[config.mk]
export PLATFORM = sky130hd
export DESIGN_NAME = dna_read_arbiter
export DESIGN_NICKNAME = d
export VERILOG_FILES = /design/src/rtl/dna_read_arbiter_pkg.sv /design/src/rtl/dna_read_arbiter_rr.sv /design/src/rtl/dna_read_arbiter.sv
export SDC_FILE = /design/constraint.sdc
export NUM_CORES = 1
export LEC_CHECK = 0
export ABC_CLOCK_PERIOD_IN_PS = 4800
export CORE_MARGIN = 2
export CORE_UTILIZATION = 35
export CTS_CLUSTER_DIAMETER = 80
export CTS_CLUSTER_SIZE = 24
export DETAILED_ROUTE_END_ITERATION = 10
export PLACE_DENSITY = 0.65
export SYNTH_ARGS = -nofsm -noshare
export SYNTH_HDL_FRONTEND = slang
export SYNTH_SLANG_ARGS = --single-unit
[constraint.sdc]
create_clock -name clock -period 4.8 [get_ports clock]
set_input_delay 0.96 -clock clock [delete_from_list [all_inputs] [get_ports clock]]
set_output_delay 0.96 -clock clock [all_outputs]
set_load 0.05 [all_outputs]
[src/rtl/dna_read_arbiter_pkg.sv]
// ---------------------------------------------------------------------------
// dna_read_arbiter_pkg
// Shared OptoHybrid control definitions used by the DNA read arbiter:
//   - dnaState_e : sequencer state encoding (IDLE, LOAD, SHIFT, DONE)
//   - cntWidth() : width of a counter that must hold the values 0..n
// No ports; imported by the arbiter top.
// ---------------------------------------------------------------------------
package dna_read_arbiter_pkg;

  typedef enum logic [1:0] {
    IDLE  = 2'd0,
    LOAD  = 2'd1,
    SHIFT = 2'd2,
    DONE  = 2'd3
  } dnaState_e;

  // A counter that has to reach n itself needs clog2(n+1) bits.
  function automatic int cntWidth(input int n);
    return $clog2(n + 1);
  endfunction

endpackage

[src/rtl/dna_read_arbiter_rr.sv]
// ---------------------------------------------------------------------------
// rr_arbiter
// Purely combinational round-robin selector.
// Ports:
//   req_i        : request vector, one bit per requester
//   last_grant_i : one-hot of the requester served last; all-zero means
//                  nobody has been served yet, so the search starts at 0
//   grant_o      : one-hot grant (all-zero when no request is pending)
// ---------------------------------------------------------------------------
module rr_arbiter #(
  parameter int NUM_REQ = 2
) (
  input  logic [NUM_REQ-1:0] req_i,
  input  logic [NUM_REQ-1:0] last_grant_i,
  output logic [NUM_REQ-1:0] grant_o
);

  // The search begins one position past the last-served requester and wraps
  // around, so the requester just served is considered last. The outer loop
  // walks the search order; the inner loop picks the matching bit so every
  // select uses a plain loop index.
  always_comb begin
    int  startIdx;
    logic found;
    grant_o  = '0;
    startIdx = 0;
    found    = 1'b0;
    for (int i = 0; i < NUM_REQ; i++) begin
      if (last_grant_i[i]) begin
        startIdx = (i + 1) % NUM_REQ;
      end
    end
    for (int k = 0; k < NUM_REQ; k++) begin
      for (int i = 0; i < NUM_REQ; i++) begin
        if (!found && (i == ((startIdx + k) % NUM_REQ)) && req_i[i]) begin
          grant_o[i] = 1'b1;
          found      = 1'b1;
        end
      end
    end
  end

endmodule

[src/rtl/dna_read_arbiter.sv]
// ---------------------------------------------------------------------------
// dna_read_arbiter
// Shares one DNA_PORT primitive between several requesters. A granted read
// pulses READ for one cycle, shifts the DNA out serially for DNA_LENGTH
// cycles, then publishes the value on dna and acknowledges the requester.
// Ports:
//   clock          : single clock; the parent also drives the primitive CLK
//   reset          : asynchronous, active-high
//   req            : level requests, held by each requester until its ack
//   ack            : one-cycle pulse to the served requester
//   dna            : last completed DNA value, MSB is the first bit out
//   dna_valid      : at least one read has completed since reset
//   busy           : a read is in progress (any state but IDLE)
//   dna_port_read  : primitive READ
//   dna_port_shift : primitive SHIFT, launched on the falling edge
//   dna_port_dout  : primitive DOUT (DIN is tied to DOUT by the parent)
// ---------------------------------------------------------------------------
module dna_read_arbiter
  import dna_read_arbiter_pkg::*;
#(
  parameter int DNA_LENGTH = 57,
  parameter int NUM_REQ    = 2
) (
  input  logic                  clock,
  input  logic                  reset,
  input  logic [NUM_REQ-1:0]    req,
  output logic [NUM_REQ-1:0]    ack,
  output logic [DNA_LENGTH-1:0] dna,
  output logic                  dna_valid,
  output logic                  busy,
  output logic                  dna_port_read,
  output logic                  dna_port_shift,
  input  logic                  dna_port_dout
);

  localparam int               CNT_W    = cntWidth(DNA_LENGTH);
  localparam logic [CNT_W-1:0] LAST_BIT = CNT_W'(DNA_LENGTH - 1);

  dnaState_e               state_q,     state_d;
  logic [NUM_REQ-1:0]      grant_q,     grant_d;
  logic [NUM_REQ-1:0]      lastGrant_q, lastGrant_d;
  logic [CNT_W-1:0]        bitCnt_q,    bitCnt_d;
  logic [DNA_LENGTH-1:0]   workReg_q,   workReg_d;
  logic [DNA_LENGTH-1:0]   dna_q,       dna_d;
  logic                    dnaValid_q,  dnaValid_d;
  logic [NUM_REQ-1:0]      ack_q,       ack_d;
  logic                    shift_q;
  logic [NUM_REQ-1:0]      rrGrant;

  rr_arbiter #(
    .NUM_REQ (NUM_REQ)
  ) u_rr (
    .req_i        (req),
    .last_grant_i (lastGrant_q),
    .grant_o      (rrGrant)
  );

  // Sequencer next-state and datapath. The grant is frozen when IDLE leaves,
  // so request changes during a read cannot disturb it. The working register
  // is only copied to dna in DONE, which keeps partial data off the output.
  // The ack is registered at the DONE edge, so it appears together with the
  // new dna value, and it is dropped if the requester has given up.
  always_comb begin
    state_d     = state_q;
    grant_d     = grant_q;
    lastGrant_d = lastGrant_q;
    bitCnt_d    = bitCnt_q;
    workReg_d   = workReg_q;
    dna_d       = dna_q;
    dnaValid_d  = dnaValid_q;
    ack_d       = '0;
    case (state_q)
      IDLE: begin
        if (|req) begin
          grant_d = rrGrant;
          state_d = LOAD;
        end
      end
      LOAD: begin
        bitCnt_d  = '0;
        workReg_d = '0;
        state_d   = SHIFT;
      end
      SHIFT: begin
        workReg_d = {workReg_q[DNA_LENGTH-2:0], dna_port_dout};
        bitCnt_d  = bitCnt_q + CNT_W'(1);
        if (bitCnt_q == LAST_BIT) begin
          state_d = DONE;
        end
      end
      DONE: begin
        dna_d       = workReg_q;
        dnaValid_d  = 1'b1;
        ack_d       = grant_q & req;
        lastGrant_d = grant_q;
        state_d     = IDLE;
      end
      default: state_d = IDLE;
    endcase
  end

  // Rising-edge state; reset aborts any read and clears all visible state.
  always_ff @(posedge clock or posedge reset) begin
    if (reset) begin
      state_q     <= IDLE;
      grant_q     <= '0;
      lastGrant_q <= '0;
      bitCnt_q    <= '0;
      workReg_q   <= '0;
      dna_q       <= '0;
      dnaValid_q  <= 1'b0;
      ack_q       <= '0;
    end else begin
      state_q     <= state_d;
      grant_q     <= grant_d;
      lastGrant_q <= lastGrant_d;
      bitCnt_q    <= bitCnt_d;
      workReg_q   <= workReg_d;
      dna_q       <= dna_d;
      dnaValid_q  <= dnaValid_d;
      ack_q       <= ack_d;
    end
  end

  // SHIFT to the primitive changes only on the falling edge, so it never
  // rises while clock is high. It is high for the rising edges that fall
  // inside the SHIFT state, one primitive shift per captured bit.
  always_ff @(negedge clock or posedge reset) begin
    if (reset) begin
      shift_q <= 1'b0;
    end else begin
      shift_q <= (state_q == SHIFT);
    end
  end

  assign ack            = ack_q;
  assign dna            = dna_q;
  assign dna_valid      = dnaValid_q;
  assign busy           = (state_q != IDLE);
  assign dna_port_read  = (state_q == LOAD);
  assign dna_port_shift = shift_q;

endmodule

**Clock network drawn from the DEF**

The bar under the picture is 20 µm long.
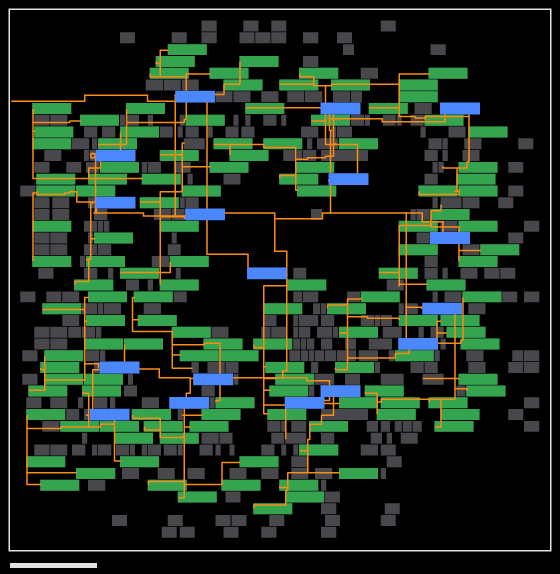
legend:
  orange:
    item: clock wires
    length: 1620 µm
  blue:
    item: clock-net drivers
    count: 17
  green:
    item: flip-flops
    count: 130
routed clock nets: 18
flops lie: widely spread

**Congestion heat map**

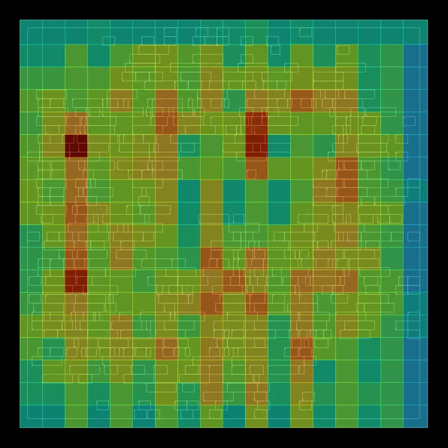
global routing usage on met1: 17.24%
final core occ: 45.18%
met2 global-route usage: 20.22%

**Placed cells, one color a class**

The bar under the picture is 20 µm long.
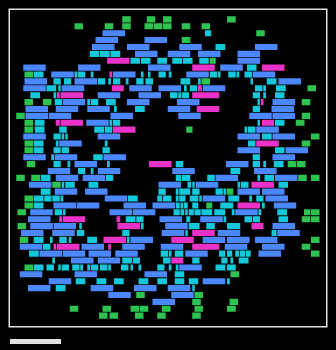
legend:
  cyan:
    class: remaining logic cells
    cells: 221
  magenta:
    class: clock drivers and dummy loads
    cells: 32
  blue:
    class: registers
    cells: 130
  green:
    class: remaining buffers and delay cells
    cells: 71

==> CHANGELOG.md <==
### Implementation results

* Number of synthesized flops with an enable pin at 0
* Routed Antenna Nets at 0
* Clock buffers at 27
* CTS clk-pin slew, worst paths at 0.05 ns
* DRC marker count from the first detailed-route iteration at 160
* Maximum VDD drop at 0.0002031 V
* Setup crit end: dna_port_shift
* Hold_buf cts at 0
* Syn Std Cell Area at 5104 µm²
* Area leader, netlist: dfrtp_1
* Grt ovf at 0
* R2R cell count at 2
* CP Max Fanout at 1
* Latency at later pin at 0.42 ns
* Crit path max-delay cell type: dfrtn_1
* Total power at 2.436 mW
* Clock Path Buffers at 2
* Filler cell count at 1288
* Max_cap viols at 0
* Io pins at 68
* Die Footprint at 15560 µm²
* Vias in the first global route at 3285
* I/O Buffers at 67
* Endpoint required time on the critical path at 3.84 ns
* Leak pwr at 2.979 nW
* Status: complete, no violations
* Max-area cell share at 63.25%
* Logic area at 1695 µm²
* Worst path max stage delay at 0.43 ns
* RSZ-0062 raised after global routing: false
* Pre-CTS setup slack at 0.8285 ns
* Register area at 3253 µm²
* Seq area share at 50.11%
* R2r setup slk at 1.36 ns
* Worst Path Arrival at 3.43 ns
* OpenROAD warnings at 31
* Core Box Area at 14370 µm²
* Number of synthesis warnings at 0
* Area Overhead vs Synth at 27.21%
* Syn avg cell area at 13.50 µm²
* Logic Gate Count at 212
* Final Hold Fails at 0
* Critical path buffers and inverters at 1
* Final GP Congestion at 0.7715
* Htree depth at 4
* # diodes at 0
* DP HPWL at 5716 µm
* Initial antenna violation count at 0
* Area post-placement at 5914 µm²
* CTS tree: built
* Via count at 3136
* Critical path startpoint category: flip-flop
* Cell depth of the worst setup path at 1
* Cell chain of the critical path: buf_4
* Die Span Y at 124.8 µm
* Global Route Usage Sum at 13.31%
* Max-area cell class: flip-flops and latches
* Largest net degree at the start of global routing at 78
* Syn Inst Count at 378
* First-pass GRT wire length at 16500 µm
* Ratio of cells with drive above 1 in the final layout at 21.59%
* Invs w/o clock at 9
**Logic cells by family**

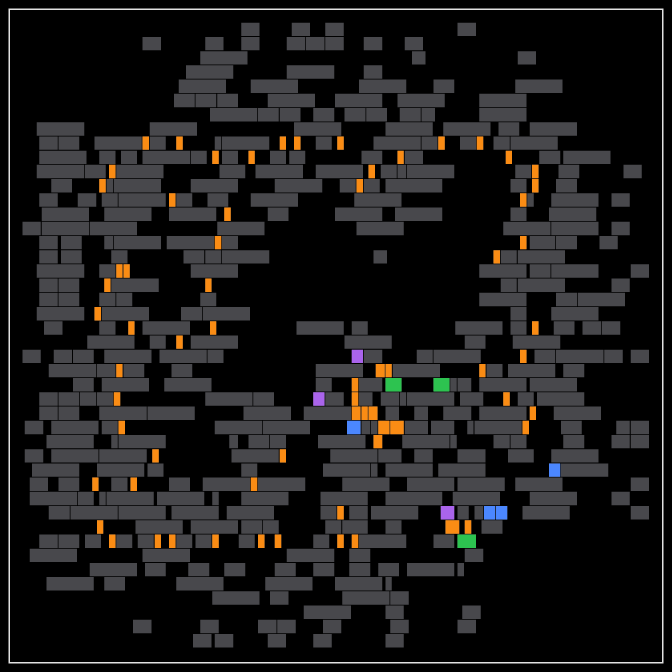
legend:
  green:
    family: non-inverting ao/oa cells
    cells: 3
  blue:
    family: and/or cells
    cells: 4
    where: lower right
  purple:
    family: nor cells
    cells: 3
  orange:
    family: nand cells
    cells: 67

**Register map, names as in the netlist**

The bar under the picture is 20 µm long. Other sequential cells in the stronger gray, the rest of the logic in the fainter gray.
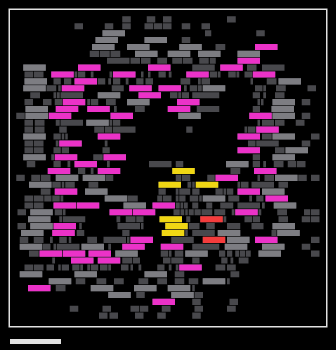
legend:
  red:
    netlist_name: state_q
    placed_flops: 2
  yellow:
    netlist_name: bitCnt_q
    placed_flops: 6
    where: center
  magenta:
    netlist_name: workReg_q
    placed_flops: 57

logic make-up (layout without fill, tap and decap cells):
group / Yosys count / count (layout) / synth area share, %
multiplexers: 64 / 64 / 14.00
AND-OR/OR-AND: 68 / 68 / 11.52
flip-flops: 130 / 130 / 63.74
AND/OR/NAND/NOR: 74 / 74 / 6.129
adder cells (fa/ha/maj): 6 / 6 / 1.471
buffers and inverters: 36 / 112 / 3.138
layer usage:
metal | GRT usage [%] | part of all wire, % | up-vias
met4 | 5.816 | 1.7 | 0
met3 | 4.682 | 4.3 | 15
li1 | - | - | 1468
met2 | 20.22 | 47 | 58
met1 | 17.24 | 47 | 1595
met5 | 0 | 0 | -
cell usage in the layout, fill, tap and decap left out, types with 2 or more instances in the layout:
master           synthesis  final
clkbuf_8                 0      4
nand3_1                  4      4
nand2_1                 60     60
nand3b_1                 2      2
clkbuf_16                0     17
inv_2                    2      2
ha_1                     6      4
inv_1                    7      6
mux2_2                  59     59
clkdlybuf4s50_1          0     66
bufinv_16                0      2
buf_4                    2      5
clkinv_2                 0      3
ha_2                     0      2
nor2b_1                  2      2
o2bb2ai_1               59     59
clkbuf_1                11      6
dfrtp_1                129    129
and3_1                   2      2
mux2i_1                  5      5
power breakdown:
part	internal [mW]	total, mW	switching, mW
Combinational	0.0136	0.0466	0.0330
Clock	0.817	1.25	0.436
Sequential	1.12	1.14	0.0175
Total	1.95	2.44	0.486
sequential cells by signal, summed over array words and instances, names as in the netlist:
signal	flops
dna	57
workReg_q	57
bitCnt_q	6
ack	2
grant_q	2
lastGrant_q	2
state_q	2
dna_port_shift	1
dna_valid	1
Power is estimated from default activity; no workload was simulated.
